`config.mk`:
```
export PLATFORM = sky130hd
export DESIGN_NAME = alu_sequencer
export DESIGN_NICKNAME = d
export VERILOG_FILES = /design/src/rtl/alu_sequencer.sv
export SDC_FILE = /design/constraint.sdc
export NUM_CORES = 1
export LEC_CHECK = 0
export ABC_AREA = 1
export CAP_MARGIN = 5
export CELL_PAD_IN_SITES_DETAIL_PLACEMENT = 0
export CELL_PAD_IN_SITES_GLOBAL_PLACEMENT = 1
export CORE_MARGIN = 4
export CORE_UTILIZATION = 34
export CTS_CLUSTER_DIAMETER = 30
export DETAILED_ROUTE_END_ITERATION = 6
export PLACE_DENSITY_LB_ADDON = 0.1
export SYNTH_ARGS = -nofsm -noshare
export SYNTH_HDL_FRONTEND = slang
export SYNTH_SLANG_ARGS = --single-unit
```
`constraint.sdc`:
```
create_clock -name clk -period 1.65 [get_ports clk]
set_input_delay 0.495 -clock clk [delete_from_list [all_inputs] [get_ports clk]]
set_output_delay 0.495 -clock clk [all_outputs]
set_load 0.05 [all_outputs]
```
`src/rtl/alu_sequencer.sv`:
```
// alu_sequencer
//
// Control-unit side issuer for the logic_unit. Accepts one ALU, shift or
// branch request, drives the matching ALUOp sequence (including the
// load/settle cycles of the registered shifter), samples the logic unit
// flags at the right edge and returns a one-cycle done pulse with status.
//
// Ports:
//   clk          rising-edge clock
//   reset        synchronous, active-high
//   start        request strobe, honoured only while idle
//   req_op[3:0]  request code (0 ADD .. 12 BLE, 13-15 illegal)
//   ZERO         zero flag from the logic unit
//   OVERFLOW     overflow flag from the logic unit
//   Update_UC    branch-condition result from the logic unit
//   ALUOp[3:0]   registered operation code to the logic unit
//   busy         high in every state except IDLE
//   done         one-cycle completion pulse
//   alu_out_we   ALUOut write enable (valid with done)
//   branch_taken branch decision (valid with done)
//   zero_q       sampled ZERO (valid with done)
//   overflow_exc overflow exception (valid with done)
//   illegal_op   illegal request code (valid with done)

module alu_sequencer #(
  parameter logic [3:0] ALUOP_NOP  = 4'd0,
  parameter logic [3:0] ALUOP_ADD  = 4'd1,
  parameter logic [3:0] ALUOP_SUB  = 4'd2,
  parameter logic [3:0] ALUOP_AND  = 4'd3,
  parameter logic [3:0] ALUOP_SLT  = 4'd4,
  parameter logic [3:0] ALUOP_SHLD = 4'd5,
  parameter logic [3:0] ALUOP_SLL  = 4'd6,
  parameter logic [3:0] ALUOP_SRL  = 4'd7,
  parameter logic [3:0] ALUOP_SRA  = 4'd8,
  parameter logic [3:0] ALUOP_BEQ  = 4'd9,
  parameter logic [3:0] ALUOP_BNE  = 4'd10,
  parameter logic [3:0] ALUOP_BGT  = 4'd11,
  parameter logic [3:0] ALUOP_BLE  = 4'd12
) (
  input  logic       clk,
  input  logic       reset,
  input  logic       start,
  input  logic [3:0] req_op,
  input  logic       ZERO,
  input  logic       OVERFLOW,
  input  logic       Update_UC,
  output logic [3:0] ALUOp,
  output logic       busy,
  output logic       done,
  output logic       alu_out_we,
  output logic       branch_taken,
  output logic       zero_q,
  output logic       overflow_exc,
  output logic       illegal_op
);

  // Request codes as seen from the control unit
  localparam logic [3:0] REQ_ADD  = 4'd0;
  localparam logic [3:0] REQ_ADDU = 4'd1;
  localparam logic [3:0] REQ_SUB  = 4'd2;
  localparam logic [3:0] REQ_SUBU = 4'd3;
  localparam logic [3:0] REQ_AND  = 4'd4;
  localparam logic [3:0] REQ_SLT  = 4'd5;
  localparam logic [3:0] REQ_SLL  = 4'd6;
  localparam logic [3:0] REQ_SRL  = 4'd7;
  localparam logic [3:0] REQ_SRA  = 4'd8;
  localparam logic [3:0] REQ_BEQ  = 4'd9;
  localparam logic [3:0] REQ_BNE  = 4'd10;
  localparam logic [3:0] REQ_BGT  = 4'd11;
  localparam logic [3:0] REQ_BLE  = 4'd12;

  typedef enum logic [2:0] {
    S_IDLE,
    S_LOAD,
    S_EXEC,
    S_SETTLE,
    S_RESP
  } state_t;

  state_t     state;
  logic [3:0] op_q;

  logic resp_ovf;
  logic resp_br;
  logic resp_we;

  // Translate a request code into the logic-unit operation it executes
  function automatic logic [3:0] exec_code(input logic [3:0] op);
    logic [3:0] code;
    case (op)
      REQ_ADD, REQ_ADDU: code = ALUOP_ADD;
      REQ_SUB, REQ_SUBU: code = ALUOP_SUB;
      REQ_AND:           code = ALUOP_AND;
      REQ_SLT:           code = ALUOP_SLT;
      REQ_SLL:           code = ALUOP_SLL;
      REQ_SRL:           code = ALUOP_SRL;
      REQ_SRA:           code = ALUOP_SRA;
      REQ_BEQ:           code = ALUOP_BEQ;
      REQ_BNE:           code = ALUOP_BNE;
      REQ_BGT:           code = ALUOP_BGT;
      REQ_BLE:           code = ALUOP_BLE;
      default:           code = ALUOP_NOP;
    endcase
    return code;
  endfunction

  function automatic logic is_shift(input logic [3:0] op);
    return (op >= REQ_SLL) && (op <= REQ_SRA);
  endfunction

  function automatic logic is_branch(input logic [3:0] op);
    return (op >= REQ_BEQ) && (op <= REQ_BLE);
  endfunction

  // Response status for the captured op, using the flags present on the
  // edge that enters RESP; only checked ADD/SUB raise an overflow exception
  always_comb begin
    resp_ovf = OVERFLOW && ((op_q == REQ_ADD) || (op_q == REQ_SUB));
    resp_br  = Update_UC && is_branch(op_q);
    resp_we  = (op_q <= REQ_SRA) && !resp_ovf;
  end

  // Sequencer FSM; every output is registered and the status outputs are
  // cleared by default so they can only be high during the done pulse
  always_ff @(posedge clk) begin
    if (reset) begin
      state        <= S_IDLE;
      op_q         <= 4'd0;
      ALUOp        <= ALUOP_NOP;
      busy         <= 1'b0;
      done         <= 1'b0;
      alu_out_we   <= 1'b0;
      branch_taken <= 1'b0;
      zero_q       <= 1'b0;
      overflow_exc <= 1'b0;
      illegal_op   <= 1'b0;
    end else begin
      done         <= 1'b0;
      alu_out_we   <= 1'b0;
      branch_taken <= 1'b0;
      zero_q       <= 1'b0;
      overflow_exc <= 1'b0;
      illegal_op   <= 1'b0;

      case (state)
        S_IDLE: begin
          ALUOp <= ALUOP_NOP;
          if (start) begin
            op_q <= req_op;
            busy <= 1'b1;
            if (is_shift(req_op)) begin
              state <= S_LOAD;
              ALUOp <= ALUOP_SHLD;
            end else if (req_op > REQ_BLE) begin
              // Illegal codes answer immediately without touching the unit
              state      <= S_RESP;
              done       <= 1'b1;
              illegal_op <= 1'b1;
              zero_q     <= ZERO;
            end else begin
              state <= S_EXEC;
              ALUOp <= exec_code(req_op);
            end
          end
        end

        S_LOAD: begin
          state <= S_EXEC;
          ALUOp <= exec_code(op_q);
        end

        S_EXEC: begin
          if (is_shift(op_q)) begin
            // Shift code stays on ALUOp while the shifter settles
            state <= S_SETTLE;
          end else begin
            state        <= S_RESP;
            ALUOp        <= ALUOP_NOP;
            done         <= 1'b1;
            zero_q       <= ZERO;
            overflow_exc <= resp_ovf;
            branch_taken <= resp_br;
            alu_out_we   <= resp_we;
          end
        end

        S_SETTLE: begin
          state        <= S_RESP;
          ALUOp        <= ALUOP_NOP;
          done         <= 1'b1;
          zero_q       <= ZERO;
          overflow_exc <= resp_ovf;
          branch_taken <= resp_br;
          alu_out_we   <= resp_we;
        end

        S_RESP: begin
          state <= S_IDLE;
          ALUOp <= ALUOP_NOP;
          busy  <= 1'b0;
        end

        default: begin
          state <= S_IDLE;
          ALUOp <= ALUOP_NOP;
          busy  <= 1'b0;
        end
      endcase
    end
  end

endmodule

```
==> flow_summary_export.csv <==
group,metric,value,unit
outcome,status,"completed",
clock_tree,root_buffer,"clkbuf_8",
clock_tree,cts_setup_buffers,2,
clock_tree,ctsResizeCount,9,
worst_setup_path,cp.depth,7,
synthesis,synth-warning-count,0,
layout,buf_share,26.35,%
synthesis,yosys_most_used_dff,"dfxtp_1",
layout,final-comb-area,669.4,um2
layout,nets,236,
drt,drc,0,
layout,post-route-util,54.34,%
layout,n_antenna_cell,0,
worst_setup_path,cp.arrival,1.73,ns
power,switchingPower,588.4,uW
sta,max_freq,641.2,MHz
power,switching_share,33.23,%
worst_setup_path,cp_max_fo,6,
synthesis,edf_count,0,
power,seqPwrFrac,35.8,%
synthesis,synth.most_common_cell,"nand2_1",
worst_setup_path,slowest_stage,"clkdlybuf4s50_1",
clock_tree,clkSinkCount,22,
power,power.density,946.7,nW/um2
power,clkPwrFrac,29.1,%
layout,final_cell_mix,"nand2_1, buf_4, inv_1, dfxtp_1",
layout,comb_share,35.79,%
synthesis,ys_seq_share,35.16,%
worst_setup_path,slowest_delay,0.44,ns
worst_hold_path,hold_path.class,"register to register",
synthesis,top_logic_kind,"simple AND/OR/NAND/NOR gates",
worst_hold_path,hold_end,"busy",
worst_setup_path,cp-end-kind,"register",
drt,drt-initial-drc-count,88,
floorplanning,io_pins,21,
layout,nFillCells,360,
layout,signal_buffers,45,
grt,overflow,0,
synthesis,synth-area-yosys,1252,um2
Figure 1. Local utilization.
Drawn at 6 px/um. 7 x 7 tiles, from black (low) to pale yellow (high), 0 to 100% covered.
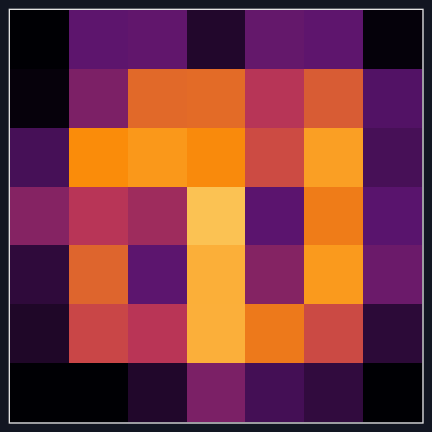
The emptiest ninth of the die: south-west. 12% of the tiles are over 75% full. The fullest tile reaches 87%. The mean over all tiles is 38%. The densest ninth of the die: centre. 12% of the tiles are nearly empty.
Starting Density: 36.39%
Core Region: 3442 um2

Figure 2. Supply network.
Drawn at 6 px/um. Pins as bars on the die edge.
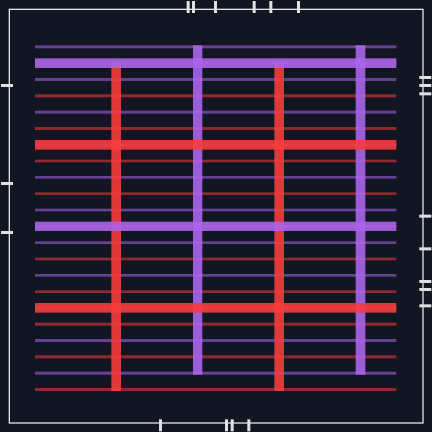
Key: purple = VDD; red = VSS
4 straps on met4. 4 straps on met5. 22 met1 rails follow the rows. 21 signal pins sit on the boundary.
worst vdd ir: 0.4212 mV
Die Y: 68.70 um
die x size: 68.70 um

Figure 3. Sequential cells grouped by signal name.
Drawn at 6 px/um. Other sequential cells in the stronger grey, the rest of the logic in the fainter grey.
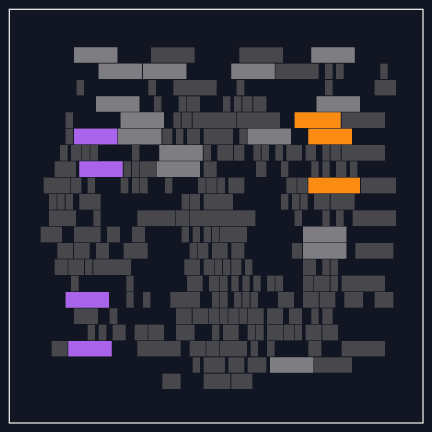
Key: orange = `state` [flops 3]; purple = `op_q` [flops 4]
Another 15 sequential cells are not coloured.

Figure 4. M2 wires.
Drawn at 6 px/um.
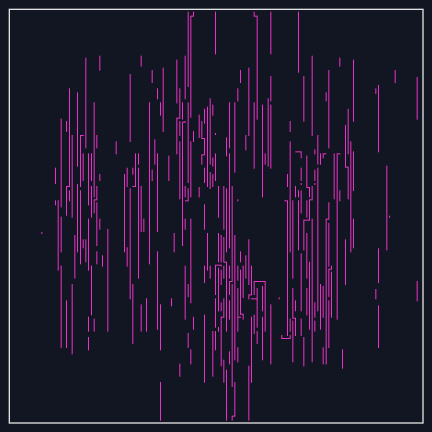
The layer carries 1,650 um of wire. The wires run mostly vertical. 193 nets have wire on it. The layer holds 52% of the routed length. The longest straight run is 27.5 um.
vias: 1,198
final wirelength: 3204 um
met2 usage: 27.18%

Power is estimated from default activity; no workload was simulated.
